### config.mk
export PLATFORM = sky130hd
export DESIGN_NAME = stg_mo
export DESIGN_NICKNAME = d
export VERILOG_FILES = /design/src/rtl/stg_mo_pkg.sv /design/src/rtl/stg_mo_opc_class.sv /design/src/rtl/stg_mo.sv
export SDC_FILE = /design/constraint.sdc
export NUM_CORES = 1
export LEC_CHECK = 0
export CAP_MARGIN = 15
export CORE_AREA = 3 3 244 246
export CTS_CLUSTER_SIZE = 30
export DETAILED_ROUTE_END_ITERATION = 8
export DIE_AREA = 0 0 247 249
export PLACE_DENSITY = 0.69
export SYNTH_ARGS = -nofsm -noshare
export SYNTH_HDL_FRONTEND = slang
export SYNTH_SLANG_ARGS = --single-unit
### constraint.sdc
create_clock -name iw_clk -period 2.9 [get_ports iw_clk]
set_input_delay 0.58 -clock iw_clk [delete_from_list [all_inputs] [get_ports iw_clk]]
set_output_delay 0.58 -clock iw_clk [all_outputs]
set_load 0.02 [all_outputs]
### src/rtl/stg_mo_pkg.sv
// Shared definitions for the memory-operation stage: opcode map, access classes, FSM states.
// Wide words are little-endian by word: low half at A, high half at A+1.
package stg_mo_pkg;

    localparam int MO_DATA_W = 24;
    localparam int MO_ADDR_W = 48;
    localparam int OPC_W     = 6;
    localparam int GP_W      = 4;
    localparam int SR_W      = 2;
    localparam int AR_W      = 2;

    localparam logic [OPC_W-1:0] OPC_NOP    = 6'h00;
    localparam logic [OPC_W-1:0] OPC_LD     = 6'h10;
    localparam logic [OPC_W-1:0] OPC_ST     = 6'h11;
    localparam logic [OPC_W-1:0] OPC_LDW_SR = 6'h12;
    localparam logic [OPC_W-1:0] OPC_LDW_AR = 6'h13;
    localparam logic [OPC_W-1:0] OPC_STW_SR = 6'h14;
    localparam logic [OPC_W-1:0] OPC_STW_AR = 6'h15;

    typedef enum logic [2:0] {
        MO_CLS_NONE = 3'd0,
        MO_CLS_LD   = 3'd1,
        MO_CLS_ST   = 3'd2,
        MO_CLS_LDW  = 3'd3,
        MO_CLS_STW  = 3'd4
    } mo_cls_t;

    typedef enum logic [1:0] {
        MO_S_PASS    = 2'd0,
        MO_S_HI_ADDR = 2'd1,
        MO_S_HI_DATA = 2'd2
    } mo_state_t;

endpackage

### src/rtl/stg_mo_opc_class.sv
// Opcode -> memory access class, plus whether a wide access uses the AR or SR result.
// Purely combinational, no latency, no flow control; also consumed by hazard logic.
module mo_opc_class
    import stg_mo_pkg::*;
(
    input  logic [OPC_W-1:0] iw_opc,
    output logic [2:0]       ow_cls,
    output logic             ow_sel_ar
);

    always_comb begin
        ow_cls    = MO_CLS_NONE;
        ow_sel_ar = 1'b0;
        case (iw_opc)
            OPC_LD:     ow_cls = MO_CLS_LD;
            OPC_ST:     ow_cls = MO_CLS_ST;
            OPC_LDW_SR: ow_cls = MO_CLS_LDW;
            OPC_LDW_AR: begin
                ow_cls    = MO_CLS_LDW;
                ow_sel_ar = 1'b1;
            end
            OPC_STW_SR: ow_cls = MO_CLS_STW;
            OPC_STW_AR: begin
                ow_cls    = MO_CLS_STW;
                ow_sel_ar = 1'b1;
            end
            default: ow_cls = MO_CLS_NONE;
        endcase
    end

endmodule

### src/rtl/stg_mo.sv
// Memory-operation stage: narrow load/store in one cycle, wide ops as lo/addr/hi beats.
// Latency 1 cycle (wide 3); ow_stall holds upstream 2 cycles for wide ops.
// MO_ALIGN_CHECK_EN: misaligned wide access faults in 1 cycle instead of accessing memory.
module stg_mo
    import stg_mo_pkg::*;
#(
    parameter int DATA_W = MO_DATA_W,
    parameter int ADDR_W = MO_ADDR_W
) (
    input  logic              iw_clk,
    input  logic              iw_rst,
    input  logic [ADDR_W-1:0] iw_pc,
    input  logic [DATA_W-1:0] iw_instr,
    input  logic [OPC_W-1:0]  iw_opc,
    input  logic [OPC_W-1:0]  iw_root_opc,
    input  logic [GP_W-1:0]   iw_tgt_gp,
    input  logic              iw_tgt_gp_we,
    input  logic [SR_W-1:0]   iw_tgt_sr,
    input  logic              iw_tgt_sr_we,
    input  logic [AR_W-1:0]   iw_tgt_ar,
    input  logic              iw_tgt_ar_we,
    input  logic [DATA_W-1:0] iw_result,
    input  logic [ADDR_W-1:0] iw_sr_result,
    input  logic [ADDR_W-1:0] iw_ar_result,
    input  logic [ADDR_W-1:0] iw_addr_q,
    input  logic              iw_mem_mp,
    output logic [1:0]        ow_mem_we,
    output logic [DATA_W-1:0] ow_mem_wdata [0:1],
    input  logic [DATA_W-1:0] iw_mem_rdata [0:1],
    output logic [ADDR_W-1:0] ow_mem_addr_ovr,
    output logic              ow_mem_addr_ovr_en,
    output logic              ow_stall,
    output logic [ADDR_W-1:0] ow_pc,
    output logic [DATA_W-1:0] ow_instr,
    output logic [OPC_W-1:0]  ow_opc,
    output logic [OPC_W-1:0]  ow_root_opc,
    output logic [GP_W-1:0]   ow_tgt_gp,
    output logic              ow_tgt_gp_we,
    output logic [SR_W-1:0]   ow_tgt_sr,
    output logic              ow_tgt_sr_we,
    output logic [AR_W-1:0]   ow_tgt_ar,
    output logic              ow_tgt_ar_we,
    output logic [DATA_W-1:0] ow_result,
    output logic [ADDR_W-1:0] ow_sr_result,
    output logic [ADDR_W-1:0] ow_ar_result,
    output logic              ow_mem_fault
);

    logic [2:0]  cls;
    logic        sel_ar;
    logic        is_wide;
    logic        misalign;
    logic        start_wide;
    mo_state_t   state;
    mo_state_t   state_nxt;

    logic [DATA_W-1:0] rd_word;
    logic [ADDR_W-1:0] wide_src;
    logic              mem_go;
    logic [DATA_W-1:0] wdata_sel;

    logic [ADDR_W-1:0] cap_pc;
    logic [DATA_W-1:0] cap_instr;
    logic [OPC_W-1:0]  cap_opc;
    logic [OPC_W-1:0]  cap_root_opc;
    logic [GP_W-1:0]   cap_tgt_gp;
    logic              cap_tgt_gp_we;
    logic [SR_W-1:0]   cap_tgt_sr;
    logic              cap_tgt_sr_we;
    logic [AR_W-1:0]   cap_tgt_ar;
    logic              cap_tgt_ar_we;
    logic [DATA_W-1:0] cap_result;
    logic [ADDR_W-1:0] cap_sr_result;
    logic [ADDR_W-1:0] cap_ar_result;
    logic [ADDR_W-1:0] cap_addr;
    logic [DATA_W-1:0] cap_lo;
    logic              cap_is_ld;
    logic              cap_sel_ar;

    mo_opc_class u_opc_class (
        .iw_opc    (iw_opc),
        .ow_cls    (cls),
        .ow_sel_ar (sel_ar)
    );

    assign is_wide  = (cls == MO_CLS_LDW) || (cls == MO_CLS_STW);
`ifdef MO_ALIGN_CHECK_EN
    assign misalign = is_wide & iw_addr_q[0];
`else
    assign misalign = 1'b0;
`endif
    assign start_wide = is_wide & ~misalign;
    assign rd_word    = iw_mem_mp ? iw_mem_rdata[1] : iw_mem_rdata[0];
    assign wide_src   = sel_ar ? iw_ar_result : iw_sr_result;

    always_ff @(posedge iw_clk) begin
        if (iw_rst) state <= MO_S_PASS;
        else        state <= state_nxt;
    end

    always_comb begin
        state_nxt = state;
        unique case (state)
            MO_S_PASS:    if (start_wide) state_nxt = MO_S_HI_ADDR;
            MO_S_HI_ADDR: state_nxt = MO_S_HI_DATA;
            MO_S_HI_DATA: state_nxt = MO_S_PASS;
            default:      state_nxt = MO_S_PASS;
        endcase
    end

    // Memory strobes are suppressed under reset so an aborted wide store never lands its hi beat.
    always_comb begin
        mem_go             = 1'b0;
        wdata_sel          = '0;
        ow_mem_addr_ovr    = '0;
        ow_mem_addr_ovr_en = 1'b0;
        ow_stall           = 1'b0;
        unique case (state)
            MO_S_PASS: begin
                ow_stall = start_wide;
                if (cls == MO_CLS_ST) begin
                    mem_go    = 1'b1;
                    wdata_sel = iw_result;
                end else if (cls == MO_CLS_STW && !misalign) begin
                    mem_go    = 1'b1;
                    wdata_sel = wide_src[DATA_W-1:0];
                end
            end
            MO_S_HI_ADDR: begin
                ow_stall           = 1'b1;
                ow_mem_addr_ovr    = cap_addr + ADDR_W'(1);
                ow_mem_addr_ovr_en = 1'b1;
            end
            MO_S_HI_DATA: begin
                mem_go    = ~cap_is_ld;
                wdata_sel = cap_sel_ar ? cap_ar_result[ADDR_W-1:DATA_W]
                                       : cap_sr_result[ADDR_W-1:DATA_W];
            end
            default: mem_go = 1'b0;
        endcase
        if (iw_rst) begin
            mem_go   = 1'b0;
            ow_stall = 1'b0;
        end
        ow_mem_we       = {mem_go & iw_mem_mp, mem_go & ~iw_mem_mp};
        ow_mem_wdata[0] = ow_mem_we[0] ? wdata_sel : '0;
        ow_mem_wdata[1] = ow_mem_we[1] ? wdata_sel : '0;
    end

    always_ff @(posedge iw_clk) begin
        if (iw_rst) begin
            ow_pc <= '0; ow_instr <= '0; ow_opc <= '0; ow_root_opc <= '0;
            ow_tgt_gp <= '0; ow_tgt_gp_we <= 1'b0;
            ow_tgt_sr <= '0; ow_tgt_sr_we <= 1'b0;
            ow_tgt_ar <= '0; ow_tgt_ar_we <= 1'b0;
            ow_result <= '0; ow_sr_result <= '0; ow_ar_result <= '0;
            ow_mem_fault <= 1'b0;
            cap_pc <= '0; cap_instr <= '0; cap_opc <= '0; cap_root_opc <= '0;
            cap_tgt_gp <= '0; cap_tgt_gp_we <= 1'b0;
            cap_tgt_sr <= '0; cap_tgt_sr_we <= 1'b0;
            cap_tgt_ar <= '0; cap_tgt_ar_we <= 1'b0;
            cap_result <= '0; cap_sr_result <= '0; cap_ar_result <= '0;
            cap_addr <= '0; cap_lo <= '0; cap_is_ld <= 1'b0; cap_sel_ar <= 1'b0;
        end else begin
            unique case (state)
                MO_S_PASS: begin
                    ow_pc        <= iw_pc;
                    ow_instr     <= iw_instr;
                    ow_opc       <= iw_opc;
                    ow_root_opc  <= iw_root_opc;
                    ow_tgt_gp    <= iw_tgt_gp;
                    ow_tgt_sr    <= iw_tgt_sr;
                    ow_tgt_ar    <= iw_tgt_ar;
                    ow_tgt_gp_we <= iw_tgt_gp_we & ~is_wide;
                    ow_tgt_sr_we <= iw_tgt_sr_we & ~is_wide;
                    ow_tgt_ar_we <= iw_tgt_ar_we & ~is_wide;
                    ow_result    <= (cls == MO_CLS_LD) ? rd_word : iw_result;
                    ow_sr_result <= iw_sr_result;
                    ow_ar_result <= iw_ar_result;
                    ow_mem_fault <= misalign;
                    if (start_wide) begin
                        cap_pc        <= iw_pc;
                        cap_instr     <= iw_instr;
                        cap_opc       <= iw_opc;
                        cap_root_opc  <= iw_root_opc;
                        cap_tgt_gp    <= iw_tgt_gp;
                        cap_tgt_gp_we <= iw_tgt_gp_we;
                        cap_tgt_sr    <= iw_tgt_sr;
                        cap_tgt_sr_we <= iw_tgt_sr_we;
                        cap_tgt_ar    <= iw_tgt_ar;
                        cap_tgt_ar_we <= iw_tgt_ar_we;
                        cap_result    <= iw_result;
                        cap_sr_result <= iw_sr_result;
                        cap_ar_result <= iw_ar_result;
                        cap_addr      <= iw_addr_q;
                        cap_lo        <= rd_word;
                        cap_is_ld     <= (cls == MO_CLS_LDW);
                        cap_sel_ar    <= sel_ar;
                    end
                end
                MO_S_HI_ADDR: begin
                    ow_tgt_gp_we <= 1'b0;
                    ow_tgt_sr_we <= 1'b0;
                    ow_tgt_ar_we <= 1'b0;
                    ow_mem_fault <= 1'b0;
                end
                MO_S_HI_DATA: begin
                    ow_pc        <= cap_pc;
                    ow_instr     <= cap_instr;
                    ow_opc       <= cap_opc;
                    ow_root_opc  <= cap_root_opc;
                    ow_tgt_gp    <= cap_tgt_gp;
                    ow_tgt_gp_we <= cap_tgt_gp_we;
                    ow_tgt_sr    <= cap_tgt_sr;
                    ow_tgt_sr_we <= cap_tgt_sr_we;
                    ow_tgt_ar    <= cap_tgt_ar;
                    ow_tgt_ar_we <= cap_tgt_ar_we;
                    ow_result    <= cap_result;
                    ow_mem_fault <= 1'b0;
                    ow_sr_result <= (cap_is_ld && !cap_sel_ar) ? {rd_word, cap_lo} : cap_sr_result;
                    ow_ar_result <= (cap_is_ld &&  cap_sel_ar) ? {rd_word, cap_lo} : cap_ar_result;
                end
                default: ow_mem_fault <= 1'b0;
            endcase
        end
    end

endmodule

==> deck_impl_summary.md, run 1 <==
Flow Results at a Glance

Outcome
  • Status: finished with violations
  • Failing checks: setup timing

Clocking
  • Post-CTS Setup Inserts: 48
  • Longest Clk Path Bufs: 3
  • Clk Tree Root Cell: clkbuf_16
  • Clock-pin slew on the worst setup and hold paths: 60 ps
  • Clk_lat worst skew: 610 ps

Synth
  • Chip Area, Yosys: 23570 um^2
  • Commonest flop: dfxtp_1
  • Commonest cells in the netlist: 566 x nand2_1, 506 x dfxtp_1, 500 x a21oi_1
  • Xor/xnor share: 0.005892
  • Number of synthesized flops with an enable pin: 0

Final layout
  • Flop area: 10150 um^2
  • Share of cells above drive strength 1: 0.1915
  • Final std cells w/o fill: 4568
  • Flop share of the area: 0.2804
  • Mi-comb count: 2194
  • Largest cell class by area: logic gates
  • Logic area: 13310 um^2
  • Fin nets: 4069
  • Layout clock buffers: 81
  • Core Util, Final: 0.6289

Routing
  • Wire length on met2: 45910 um
  • Drt drc: 0
  • DR pass1 iterations: 6
  • Vias: 25620
  • Max Used Layer: met5
  • WL final: 103100 um

Placed design
  • Gpl congestion: 0.9467
  • # placed instances: 4390
  • DP Area: 32210 um^2
  • IO buf count: 628

Critical path
  • CP peak stage delay: 630 ps
  • CP Buf/Inv Count: 2
  • Crit path max-delay cell type: or4_4
  • Critical path arrival: 2720 ps
  • Reg2reg start: state[1]
  • Crit start category: flip-flop
  • Cell family with most CP delay: simple AND/OR/NAND/NOR gates
  • Total stage count of the critical path: 6

Pwr
  • Clock share of power: 0.419
  • Internal power: 13.07 mW

Timing
  • # setup viols final: 79
  • Max-slew headroom: 0.2337
  • Final Max Tran Viols: 0
  • Fmax achieved: 302.8 MHz
  • Cycle use final: 1.139
  • Final WS setup: -402.8 ps
  • RSZ-0062 raised after global routing: yes

Floorplanning
  • Num ports: 630
  • Die X: 247 um
  • Die height: 249 um
  • Chip area: 61500 um^2
  • Fp_density: 0.4094

GRT
  • Number of global-route vias before repair: 23800
  • Largest net degree at the start of global routing: 240

Run
  • Log Warnings: 38

Min path
  • HP Class: flip-flop to flip-flop
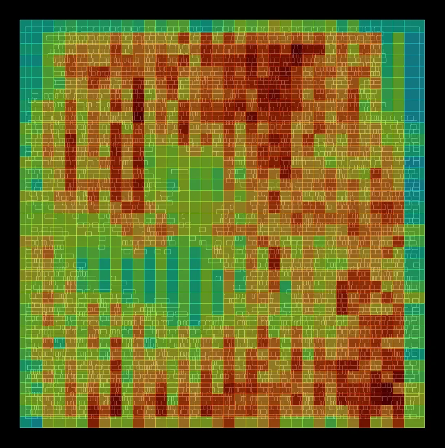
Figure 1: run 1, routing congestion map.
gr busiest metal: met2
met2 Track Usage GR: 0.4887
met3 usage in global routing: 0.08676
per-cell routed wire length: 22.57 um

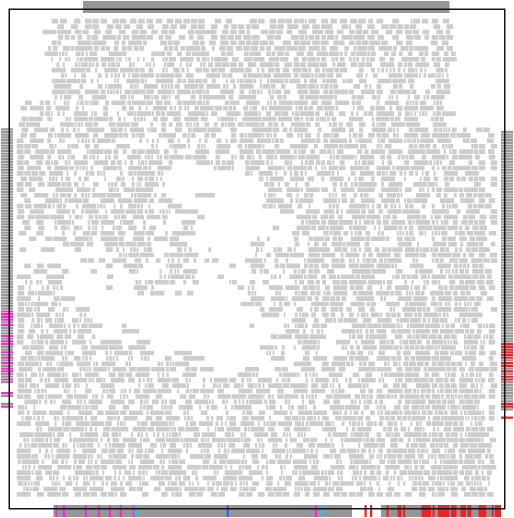
Figure 2: run 1, I/O pins on the die edge.
(2 px per um) Pins as bars across the die edge, other pins in gray.
legend:
  ow_stall:
    color: blue
    pins: 1
    direction: output
    edge: south
  ow_tgt_sr:
    color: cyan
    pins: 2
    direction: output
    edge: south
  ow_mem_addr_ovr:
    color: red
    pins: 48
    direction: output
    edge: 34 south, 14 east
  iw_instr:
    color: magenta
    pins: 24
    direction: input
    edge: 16 west, 8 south
all pins by edge: 229 south, 199 north, 104 east, 98 west

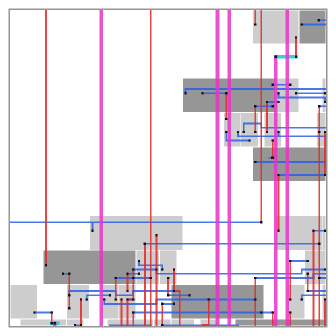
Figure 3: run 1, close-up of the layout.
Window x 111 to 136, y 62 to 87 um. Cells in gray, sequential cells in the stronger gray; small squares are vias.
legend:
  met2:
    color: red
  met1:
    color: blue
  met3:
    color: cyan
  met4:
    color: magenta
most frequent: nor2_1 (6), a21oi_1 (4), dfxtp_1 (4)
sequential cells in the window: 4
cells with their middle in the window: 19

Figure 4. Placed cells, one color a class (run 1).
(1.5 px per um)
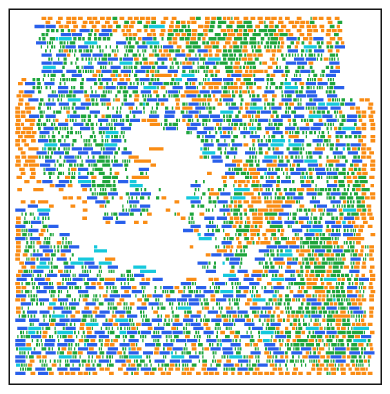

==> run 2: changes to the inputs <==
==> constraint.sdc (replaced) <==
create_clock -name iw_clk -period 3.25 [get_ports iw_clk]
set_input_delay 0.65 -clock iw_clk [delete_from_list [all_inputs] [get_ports iw_clk]]
set_output_delay 0.65 -clock iw_clk [all_outputs]
set_load 0.02 [all_outputs]
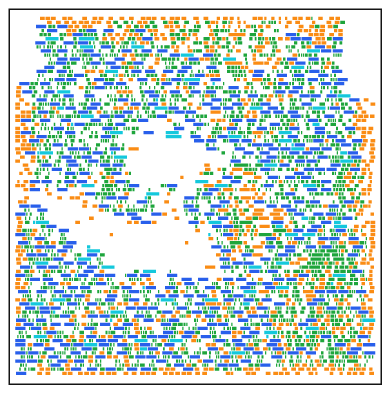
Figure 5: run 2, placed cells, one color a class.
(1.5 px per um)
legend:
  all other logic:
    color: green
    cells: 2231
    share_of_their_area: 39%
  other buffers and delay cells:
    color: orange
    cells: 820
    share_of_their_area: 25%
  clock drivers and dummy loads:
    color: cyan
    cells: 97
    share_of_their_area: 5.4%
  flip-flops:
    color: blue
    cells: 506
    share_of_their_area: 31%
post-route cell area: 33750 um^2
Core Rows: 88

==> deck_impl_summary.md, run 2 <==
Flow Results at a Glance

Clocking
  • Post-CTS Setup Inserts: 11
  • Hold buffer count at cts: 0
  • Clk_lat worst skew: 610 ps
  • Longest Clk Path Bufs: 3
  • Clk Tree Root Cell: clkbuf_16
  • CTS resizes: 333
  • CTS tree: done
  • Clock-pin slew on the worst setup and hold paths: 60 ps

Critical path
  • Crit start category: flip-flop
  • Cell family with most CP delay: simple AND/OR/NAND/NOR gates
  • Total stage count of the critical path: 7
  • Critical path, cell by cell: nand4_1, or4_4, buf_6, buf_6, or4_4, a21oi_2, buf_6
  • Reg2reg start: state[0]
  • WS Path Type: flip-flop to primary output
  • CP Buf/Inv Count: 3
  • Crit path max-delay cell type: or4_4
  • CP peak stage delay: 600 ps
  • Critical path arrival: 2740 ps

GRT
  • Largest net degree at the start of global routing: 237
  • Number of global-route vias before repair: 22680
  • Remaining Overflow, GRT: 0
  • Global-route wire length before repair: 143200 um
  • Gr busiest metal: met2
  • Met3 usage in global routing: 0.08332

Pwr
  • Internal power: 11.23 mW
  • Leakage: 12.57 nW
  • Power Total: 15.33 mW
  • Clock share of power: 0.406
  • Power density over the cells: 454.2 nW/um^2

Final layout
  • Clk tree area frac: 0.05223
  • Mi-comb count: 2194
  • Layout area overhead: 43.19%
  • Logic area: 12670 um^2
  • Most frequent cells in the layout: 565 x nand2_1, 530 x clkdlybuf4s50_1, 489 x dfxtp_1, 462 x a21oi_1, 274 x nor2_1
  • Flop area: 10160 um^2
  • Fin nets: 3933
  • Filler cells: 5167
  • Share of cells above drive strength 1: 0.1366
  • Layout clock buffers: 78
  • Flop share of the area: 0.3010
  • Final std cells w/o fill: 4430
  • Registers: 506
  • Largest cell class by area: logic gates

Placed design
  • DP Area: 31390 um^2
  • # placed instances: 4301
  • Gpl congestion: 0.9498
  • IO buf count: 628

Min path
  • HP Class: flip-flop to flip-flop
  • Hold Crit Endpoint: ow_result[7]

Timing
  • Final WS setup: -142.0 ps
  • Max-slew headroom: 0.2334
  • Cycle use final: 1.044
  • RSZ-0062 raised after global routing: yes
  • Final Max Tran Viols: 0
  • Fmax achieved: 294.8 MHz
  • # setup viols final: 20

Synth
  • Sequential-to-total area share from yosys stat: 0.4297
  • Xor/xnor share: 0.005892
  • Number of synthesized flops with an enable pin: 0
  • # Cells Yosys: 3019
  • Commonest cells in the netlist: 566 x nand2_1, 506 x dfxtp_1, 500 x a21oi_1
  • Commonest flop: dfxtp_1
  • Mean Syn Cell Area: 7.808 um^2
  • Yosys top cell by area: dfxtp_1
  • Chip Area, Yosys: 23570 um^2
  • Top-count cell post-synth: nand2_1

Routing
  • DR pass1 iterations: 5
  • WL final: 98250 um
  • Vias: 24750
  • Max Used Layer: met5
  • DRT met1 WL: 40130 um
  • Wire length on met2: 44640 um
  • Vias per inst: 5.587
  • Drt drc: 0

Outcome
  • Failing checks: setup timing
  • Status: finished with violations

Floorplanning
  • Fp_density: 0.4094
  • Chip area: 61500 um^2
  • Num ports: 630
  • Die height: 249 um
  • Die X: 247 um

Run
  • Log Warnings: 43
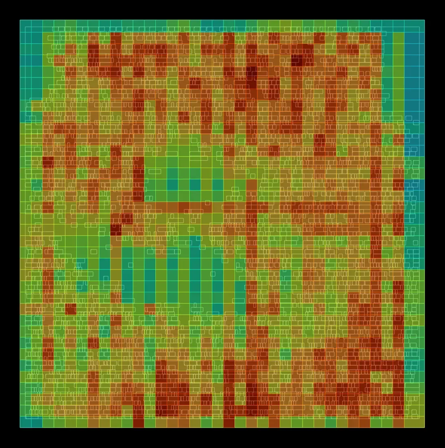
Figure 6: run 2, routing congestion map.
Core Util, Final: 0.5862
met2 Track Usage GR: 0.4691
GRT Util Overall: 0.3015
per-cell routed wire length: 22.18 um
GR Layer Usage met1: 0.3951

Power and IR drop assume default switching activity.
